File: src/rtl/encrypt_32.sv
// SPECK-32/64 encryption core: one round per clock, round keys read live from the key schedule.
// Valid/ready handshakes on plaintext and ciphertext; losing keys_ready mid-run aborts the block.
module encrypt_32 #(
  parameter int unsigned ROUNDS = 22
) (
  input  logic         clock,
  input  logic         reset,
  input  logic [351:0] round_keys,
  input  logic         keys_ready,
  input  logic [31:0]  pt,
  input  logic         pt_valid,
  output logic         pt_ready,
  output logic [31:0]  ct,
  output logic         ct_valid,
  input  logic         ct_ready,
  output logic         busy
);

  typedef enum logic [1:0] {
    StIdle,
    StRun,
    StDone
  } state_e;

  localparam logic [4:0] LastRound = 5'(ROUNDS - 1);

  state_e      state_q, state_d;
  logic [4:0]  cnt_q, cnt_d;
  logic [15:0] x_q, x_d;
  logic [15:0] y_q, y_d;

  logic [15:0] k_rnd;
  logic [15:0] x_rnd;
  logic [15:0] y_rnd;

  // Round datapath: x' = (ROR(x,7) + y) ^ k, y' = ROL(y,2) ^ x'.
  assign k_rnd = round_keys[{cnt_q, 4'b0000} +: 16];
  assign x_rnd = ({x_q[6:0], x_q[15:7]} + y_q) ^ k_rnd;
  assign y_rnd = {y_q[13:0], y_q[15:14]} ^ x_rnd;

  always_comb begin
    state_d = state_q;
    cnt_d   = cnt_q;
    x_d     = x_q;
    y_d     = y_q;
    unique case (state_q)
      StIdle: begin
        if (pt_valid && keys_ready) begin
          x_d     = pt[31:16];
          y_d     = pt[15:0];
          cnt_d   = '0;
          state_d = StRun;
        end
      end
      StRun: begin
        if (!keys_ready) begin
          // Keys went away under us: drop the partial result.
          x_d     = '0;
          y_d     = '0;
          cnt_d   = '0;
          state_d = StIdle;
        end else begin
          x_d   = x_rnd;
          y_d   = y_rnd;
          cnt_d = cnt_q + 5'd1;
          if (cnt_q == LastRound) begin
            state_d = StDone;
          end
        end
      end
      StDone: begin
        if (ct_ready) begin
          state_d = StIdle;
        end
      end
      default: state_d = StIdle;
    endcase
  end

  always_ff @(posedge clock) begin
    if (!reset) begin
      state_q <= StIdle;
      cnt_q   <= '0;
      x_q     <= '0;
      y_q     <= '0;
    end else begin
      state_q <= state_d;
      cnt_q   <= cnt_d;
      x_q     <= x_d;
      y_q     <= y_d;
    end
  end

  always_comb begin
    pt_ready = (state_q == StIdle) && keys_ready;
    busy     = (state_q == StRun);
    ct_valid = (state_q == StDone);
    ct       = ct_valid ? {x_q, y_q} : 32'h0;
  end

endmodule

File: config.mk
export PLATFORM = sky130hd
export DESIGN_NAME = encrypt_32
export DESIGN_NICKNAME = d
export VERILOG_FILES = /design/src/rtl/encrypt_32.sv
export SDC_FILE = /design/constraint.sdc
export NUM_CORES = 1
export LEC_CHECK = 0
export CAP_MARGIN = 30
export CORE_AREA = 2 2 165 167
export DETAILED_ROUTE_END_ITERATION = 6
export DIE_AREA = 0 0 167 169
export PLACE_DENSITY_LB_ADDON = 0.08
export SYNTH_ARGS = -nofsm -noshare
export SYNTH_HDL_FRONTEND = slang
export SYNTH_SLANG_ARGS = --single-unit
File: constraint.sdc
create_clock -name clock -period 3 [get_ports clock]
set_input_delay 0.6 -clock clock [delete_from_list [all_inputs] [get_ports clock]]
set_output_delay 0.6 -clock clock [all_outputs]
set_load 0.005 [all_outputs]
### Met4 routing, run 1

(3 px per um) Supply wires on this layer in gray.
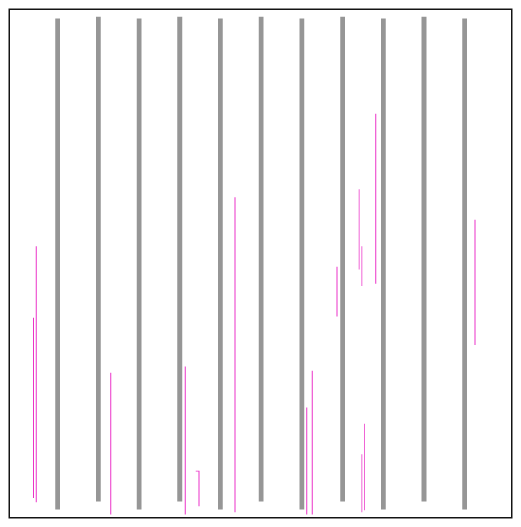
longest straight run	105 um
nets with wire on the layer	15
main direction	vertical

### Routing congestion, run 1

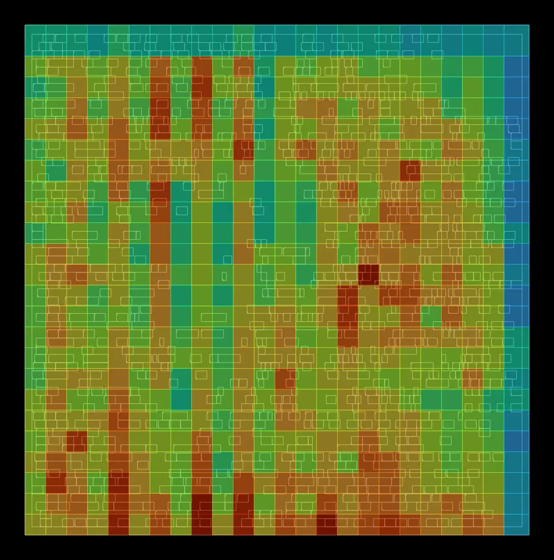
GRT met3 Usage: 4.44%
met2 usage: 40.4%
GR peak layer: met2

### Metal 1, run 1

(3 px per um) Supply wires on this layer in gray.
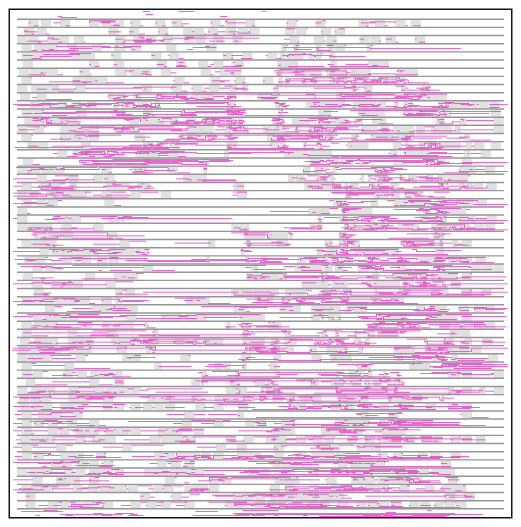
main direction	horizontal
longest straight run	82.3 um
nets with wire on the layer	1,283
wire length on this layer	13,100 um

### Sequential cells grouped by signal name, run 1

(3 px per um) Other sequential cells in the stronger gray, the rest of the logic in the fainter gray.
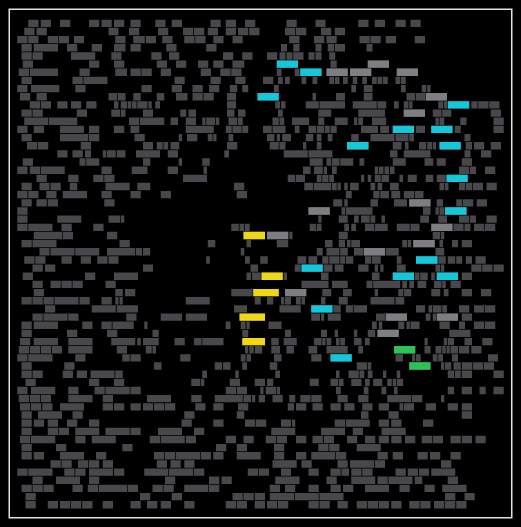
signal	color	sequential cells
y_q	cyan	16
state_q	green	2
cnt_q	yellow	5
not colored	16
Final Core Density: 41.3%
storage element area: 790 um2
Seq area share: 7.21%
Seq power: 0.610 mW

## run 1: power breakdown
group	switching, mW	total [mW]	internal [mW]
sequential	0.0504	0.610	0.559
combinational	0.478	1.34	0.863
clock	0.224	0.532	0.308
## run 1: cell families (layout without fill, tap and decap cells)
| logic type | count (synthesis) | in the layout | synth area share (%) |
|---|---|---|---|
| other | 0 | 6 | 0 |
| AND-OR/OR-AND | 174 | 174 | 18.7 |
| flip-flops | 39 | 39 | 12.9 |
| XOR/XNOR | 42 | 42 | 7.71 |
| adder cells (fa/ha/maj) | 18 | 18 | 3.85 |
| buffers and inverters | 68 | 487 | 7.09 |
| AND/OR/NAND/NOR | 158 | 158 | 13.5 |
| multiplexers | 120 | 120 | 36.2 |
## run 1: state kept, by name (all words and copies together), names as in the netlist
name and count:
y_q 16, state_q 2, x_q 16, cnt_q 5
==> results.sh, run 1 <==
# implementation run metrics
export IMPL_rr_worst_depth=8
export IMPL_edf_count=0
export IMPL_lay_top_cells="clkdlybuf4s50_1 (423), mux4_2 (67), a21oi_1 (49)"
export IMPL_common_cells="mux4_2 (67), a21oi_1 (49), nand2_1 (44)"
export IMPL_clock_area_share_pct=1.26
export IMPL_tns_ns=0
export IMPL_met3_length_mm=1.91
export IMPL_largest_class="multi-input combinational cells"
export IMPL_status="finished clean"
export IMPL_rrSetupSlack_ns=0.11
export IMPL_tap_cell_count=341
export IMPL_grt_use_met1_pct=26.7
export IMPL_hold_end="x_q[11]"
export IMPL_logic_area_um2=4870
export IMPL_gp_congestion=0.849
export IMPL_n_antenna_cell=6
export IMPL_required_ns=3.17
export IMPL_hold_path_startpoint="x_q[11]"
export IMPL_grt_pass1_vias=7305
export IMPL_slowest_stage="mux4_2"
export IMPL_coreArea_um2=26500
export IMPL_warnings=27
export IMPL_met1Wirelength_mm=13.1
export IMPL_clock_root_buffer="clkbuf_16"
export IMPL_clock_latency_ns=0.29
export IMPL_drc_errors=0
export IMPL_avgSynthCellArea_um2=9.78
export IMPL_dieWidth_um=167
export IMPL_grt_setup_unrepaired="false"
export IMPL_initCoreUtil_pct=22.8
export IMPL_slowest_delay_ns=0.53
export IMPL_ys_flops=39
export IMPL_crit_start="round_keys[98]"
export IMPL_post_cts_resized=2
export IMPL_p_total_mw=2.48
export IMPL_dp_hpwl_mm=28.2
export IMPL_final_cells=1385
export IMPL_final_setup_viol_count=0
export IMPL_synth_cells=619
export IMPL_syn_cell_area_um2=6050
export IMPL_yosys_stat_cells=619
export IMPL_final_hold_viol_count=0
export IMPL_finalHoldWorstSlack_ns=0.492
export IMPL_cp_endpoint="y_q[2]"
export IMPL_vias=6782
export IMPL_synth_top_area_share_pct=24.9
export IMPL_cts_hold_buf=0
export IMPL_buffers=468
export IMPL_worst_path_max_fanout=2
export IMPL_drt_iter0_markers=301
export IMPL_nNonClkInverters=11
export IMPL_power_density_nw_per_um2=227
export IMPL_drive_above_1_share_pct=14.5
export IMPL_avgViaCountPerCell=4.90
export IMPL_cts_sinks=39
export IMPL_most_common_cell="mux4_2"
export IMPL_critical_path_top_delay_family="multiplexers"
export IMPL_nClkBuffers=7
--- run 2 (diff from run 1) ---
Settings changed: CORE_AREA 2 2 165 167 to 8 8 158 160, DIE_AREA 0 0 167 169 to 0 0 166 168.
### Met4 routing, run 2

(3 px per um) Supply wires on this layer in gray.
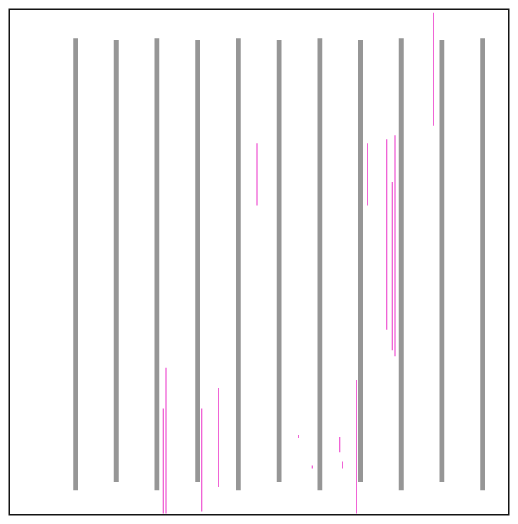
main direction	vertical
wire length on this layer	473 um
longest straight run	73.4 um
nets with wire on the layer	12
share of all routed wire	1.4%
DR vias: 6,933
WL final: 34.6 mm

### Routing congestion, run 2

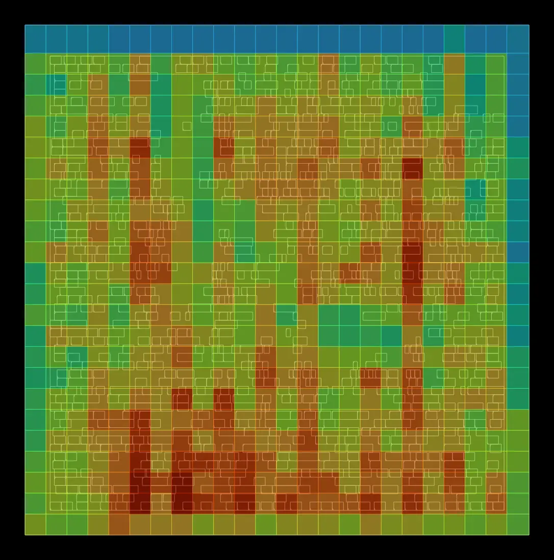
GRT met3 Usage: 7.79%
met2 usage: 41.3%
WL/cell: 26.1 um
total track usage: 23.8%

==> run 2 against run 1 <==
Effect of this change:
- largest power group unchanged
- setup slack improved by 0.037 ns
- clock-buffer cell count grew 1
- sequential cell count is the same
- clock power is 6.4% higher
- highest routed layer is now met5
==> results.sh, run 2 <==
# implementation run metrics
export IMPL_status="finished clean"
export IMPL_grt_pass1_vias=7506
export IMPL_p_total_mw=2.52
export IMPL_ys_seq_share_pct=12.9
export IMPL_met3_length_mm=2.85
export IMPL_met1Wirelength_mm=14.2
export IMPL_hold_path_startpoint="x_q[11]"
export IMPL_power_density_nw_per_um2=232
export IMPL_fin_crit_sh_pct=95.4
export IMPL_gp_congestion=0.864
export IMPL_dieWidth_um=166
export IMPL_critical_path_top_delay_family="multiplexers"
export IMPL_layout_nets=1444
export IMPL_compound_area_share_pct=18.7
export IMPL_lay_top_count="clkdlybuf4s50_1"
export IMPL_largestRegisters="x_q: 16 flops, y_q: 16 flops, cnt_q: 5 flops"
export IMPL_yosys_stat_cells=619
export IMPL_yosys_area_share_simple_pct=13.5
export IMPL_grt_use_met1_pct=28.4
export IMPL_cts_hold_buf=0
export IMPL_maxCapViolCount=0
export IMPL_clock_path_buffers=2
export IMPL_grt_first_pass_wirelength_mm=50.0
export IMPL_dpl_cell_area_um2=10700
export IMPL_postRouteAntennaNets=0
export IMPL_initCoreUtil_pct=27.1
export IMPL_slowest_delay_ns=0.52
export IMPL_grt_setup_unrepaired="false"
export IMPL_avgSynthCellArea_um2=9.78
export IMPL_worstSetupEndpointType="flop"
export IMPL_common_cells="mux4_2 (67), a21oi_1 (49), nand2_1 (44)"
export IMPL_clk_pin_slew_ns=0.06
export IMPL_slowest_stage="mux4_2"
export IMPL_ys_sh_mux_pct=36.2
export IMPL_required_ns=3.17
export IMPL_cellLeakagePower_nw=3.92
export IMPL_busiest_layer="met2"
export IMPL_syn_cell_area_um2=6050
export IMPL_cts_htree_levels=2
export IMPL_synth_cells=619
export IMPL_logic_area_um2=4860
export IMPL_worst_path_max_fanout=23
export IMPL_regArea_um2=790
export IMPL_rows=55
export IMPL_most_common_cell="mux4_2"
export IMPL_async_flop_share_pct=0
export IMPL_hold_path_class="flop to flop"
export IMPL_drc_errors=0
export IMPL_rrSetupSlack_ns=0.14
export IMPL_final_cells=1326
export IMPL_worstReg2RegStart="cnt_q[0]"
export IMPL_cp_endpoint="y_q[10]"
export IMPL_fill_cells=2129
export IMPL_coreArea_um2=22400
export IMPL_yosys_stat_area_um2=6050
export IMPL_drt_iter0_markers=393
export IMPL_detailroute_wirelength_met2_mm=17.0
export IMPL_cts_sinks=39
export IMPL_crit_path_start_kind="flop"
export IMPL_final_setup_viol_count=0
export IMPL_finClkSkew_ns=0.00305
export IMPL_final_hold_viol_count=0
export IMPL_ir_drop_v=0.000274
export IMPL_clock_latency_ns=0.28
export IMPL_synth_top_area_share_pct=24.9
export IMPL_warnings=27
export IMPL_rr_worst_depth=10
export IMPL_tns_ns=0
export IMPL_crit_start="cnt_q[0]"
export IMPL_clock_root_buffer="clkbuf_16"
export IMPL_xor_share_pct=7.71
export IMPL_logic_family="multiplexers"
export IMPL_avgViaCountPerCell=5.23
export IMPL_dp_hpwl_mm=30.0
export IMPL_synthAdderAreaFrac_pct=3.85
export IMPL_finalHoldWorstSlack_ns=0.498
export IMPL_ios=424
export IMPL_synth_warnings=0
export IMPL_lay_top_cells="clkdlybuf4s50_1 (423), mux4_2 (67), a21oi_1 (49)"
export IMPL_edf_count=0
export IMPL_crit_type="flop to flop"
export IMPL_drive_above_1_share_pct=14.3
export IMPL_ys_flops=39
export IMPL_hold_end="x_q[11]"
### Sequential cells grouped by signal name, run 2

(3 px per um) Other sequential cells in the stronger gray, the rest of the logic in the fainter gray.
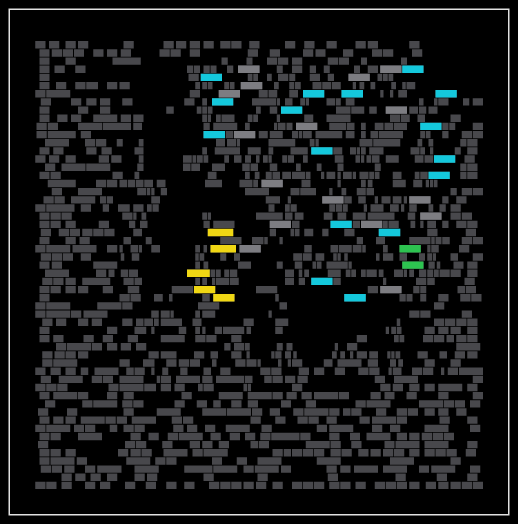
signal	color	sequential cells
y_q	cyan	16
state_q	green	2
cnt_q	yellow	5
Seq power: 0.612 mW
Seq area share: 7.26%
Final Core Density: 48.6%

run 2: cell counts after synthesis:
Identical to the previous run, type by type.
run 2: report_power, final:
| part | total [mW] | internal, mW | switching [mW] |
|---|---|---|---|
| logic | 1.34 | 0.865 | 0.476 |
| clock network | 0.566 | 0.354 | 0.212 |
| registers | 0.612 | 0.560 | 0.0524 |
| total | 2.52 | 1.78 | 0.741 |
run 2: area by class of cell:
cell class / instances / share of cell area [%]
multi-input cells: 512 / 44.6
well taps: 285 / 3.28
flip-flops and latches: 39 / 7.26
inverters: 11 / 0.379
clock buffers: 8 / 1.44
diodes: 3 / 0.0690
repair buffers: 468 / 42.9
run 2: repair_timing:
item,CTS,global route
gates cloned,0,0
pin swaps,0,0
buffers inserted,0,0
resized,1,1
setup endpoints to repair,1,1
endpoints found under the hold margin,0,0
--- run 3 (diff from run 2) ---
Settings changed: SLEW_MARGIN set to 10.
### Routing congestion, run 3

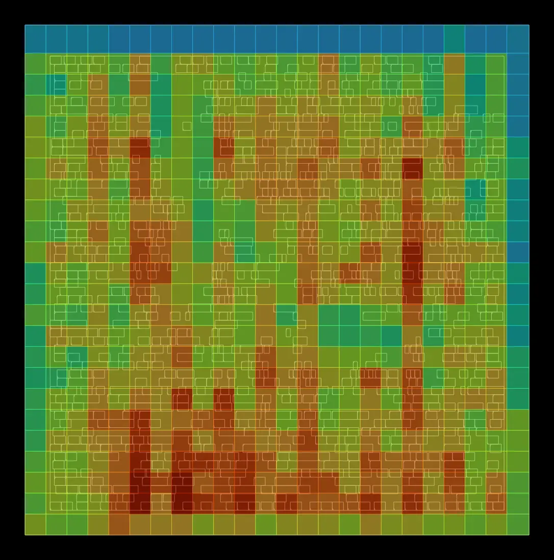
GR Util met1: 28.4%

### Met4 routing, run 3

(3 px per um) Supply wires on this layer in gray.
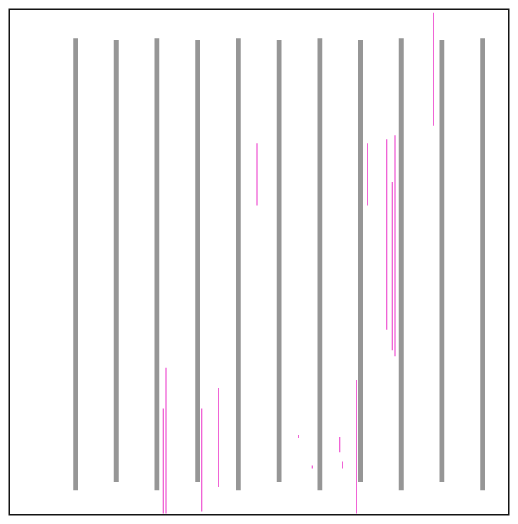
wire length on this layer	473 um
share of all routed wire	1.4%

### Sequential cells grouped by signal name, run 3

(3 px per um) Other sequential cells in the stronger gray, the rest of the logic in the fainter gray.
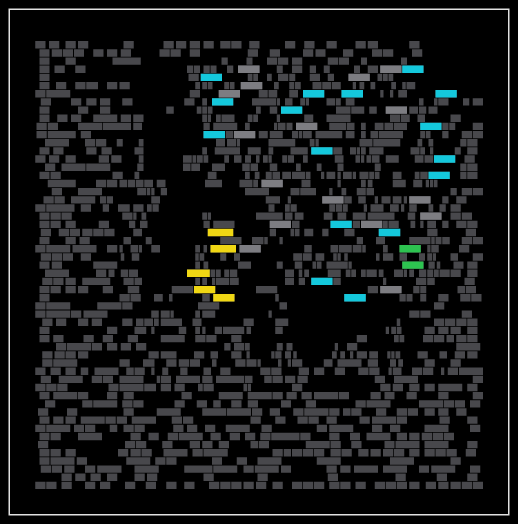
signal	color	sequential cells
state_q	green	2
cnt_q	yellow	5
y_q	cyan	16
not colored	16

==> run 3 against run 2 <==
Effect of this change:
- cell area did not move
- core utilization did not move
- non-clock buffer count did not move
- highest routed layer unchanged
==> results.sh, run 3 <==
# implementation run metrics
export IMPL_slowest_delay_ns=0.52
export IMPL_avgSynthCellArea_um2=9.78
export IMPL_cts_hold_buf=0
export IMPL_clock_latency_ns=0.28
export IMPL_slowest_stage="mux4_2"
export IMPL_combPwrFrac_pct=53.2
export IMPL_crit_path_start_kind="flop"
export IMPL_maxCapViolCount=0
export IMPL_cellLeakagePower_nw=3.92
export IMPL_async_flop_share_pct=0
export IMPL_clk_pin_slew_ns=0.06
export IMPL_fill_cells=2129
export IMPL_synth_cells=619
export IMPL_lay_top_count="clkdlybuf4s50_1"
export IMPL_compound_area_share_pct=18.7
export IMPL_status="finished clean"
export IMPL_final_cells=1326
export IMPL_cts_tree="done"
export IMPL_lay_top_cells="clkdlybuf4s50_1 (423), mux4_2 (67), a21oi_1 (49)"
export IMPL_synth_warnings=0
export IMPL_power_density_nw_per_um2=232
export IMPL_pg_comb_mw=1.34
export IMPL_initCoreUtil_pct=27.1
export IMPL_seq_power_mw=0.612
export IMPL_drive_above_1_share_pct=14.3
export IMPL_cts_htree_levels=2
export IMPL_ios=424
export IMPL_avgViaCountPerCell=5.23
export IMPL_detailroute_wirelength_met2_mm=17.0
export IMPL_hold_path_class="flop to flop"
export IMPL_drt_iter0_markers=393
export IMPL_crit_cells=10
export IMPL_worst_path_max_fanout=23
export IMPL_clockPowerShare_pct=22.5
export IMPL_grt_first_pass_wirelength_mm=50.0
export IMPL_p_clk_mw=0.566
export IMPL_vias=6933
export IMPL_dpl_cell_area_um2=10700
export IMPL_met2_usage_pct=41.3
export IMPL_met1Wirelength_mm=14.2
export IMPL_largestRegisters="x_q: 16 flops, y_q: 16 flops, cnt_q: 5 flops"
export IMPL_ir_drop_v=0.000274
export IMPL_final_setup_viol_count=0
export IMPL_ys_seq_share_pct=12.9
export IMPL_common_cells="mux4_2 (67), a21oi_1 (49), nand2_1 (44)"
export IMPL_synth_top_area_share_pct=24.9
export IMPL_dp_hpwl_mm=30.0
export IMPL_gp_congestion=0.864
export IMPL_tns_ns=0
export IMPL_cts_sinks=39
export IMPL_ys_flops=39
export IMPL_edf_count=0
export IMPL_power_leader="combinational logic"
export IMPL_rrSetupSlack_ns=0.14
export IMPL_required_ns=3.17
export IMPL_postRouteAntennaNets=0
export IMPL_busiest_layer="met2"
export IMPL_worstSetupEndpointType="flop"
export IMPL_yosys_area_share_simple_pct=13.5
export IMPL_fin_crit_sh_pct=95.4
export IMPL_drc_errors=0
export IMPL_rows=55
export IMPL_wl_mm=34.6
export IMPL_wl_per_cell_um=26.1
export IMPL_met3_length_mm=2.85
export IMPL_gr_usage_met3_pct=7.79
export IMPL_logic_family="multiplexers"
export IMPL_p_seq_share_pct=24.3
export IMPL_finalHoldWorstSlack_ns=0.498
export IMPL_grt_pass1_vias=7506
export IMPL_final_hold_viol_count=0
export IMPL_rr_worst_depth=10
export IMPL_layout_nets=1444
export IMPL_warnings=27
export IMPL_grtUsageTotal_pct=23.8
export IMPL_slew_headroom_pct=49.9
export IMPL_dieWidth_um=166
export IMPL_clock_root_buffer="clkbuf_16"
export IMPL_fin_util_pct=48.6
export IMPL_yosys_stat_cells=619
export IMPL_finClkSkew_ns=0.00305
export IMPL_yosys_stat_area_um2=6050
export IMPL_grt_setup_unrepaired="false"
export IMPL_xor_share_pct=7.71
export IMPL_p_switching_mw=0.741
export IMPL_most_common_cell="mux4_2"
export IMPL_critical_path_top_delay_family="multiplexers"
[run 3: repair_timing]
item                       in CTS  in global routing
setup endpoints to repair       1                  1
gates resized                   1                  1
setup buffers                   0                  0
pin swaps                       0                  0
[run 3: final timing paths]
kind | startpoint | endpoint
setup / recovery | cnt_q[0] | y_q[10]
hold reg to reg | x_q[11] | x_q[11]
hold / removal | x_q[11] | x_q[11]
setup reg to reg | cnt_q[0] | y_q[10]
[run 3: area by class of cell]
class	instances	area, um2	share of cell area, %
multi-input cells	512	4860	44.6
diodes	3	7.51	0.0690
repair buffers	468	4670	42.9
flip-flops and latches	39	790	7.26
well taps	285	357	3.28
clock buffers	8	156	1.44
inverters	11	41.3	0.379
Power and IR drop assume default switching activity.
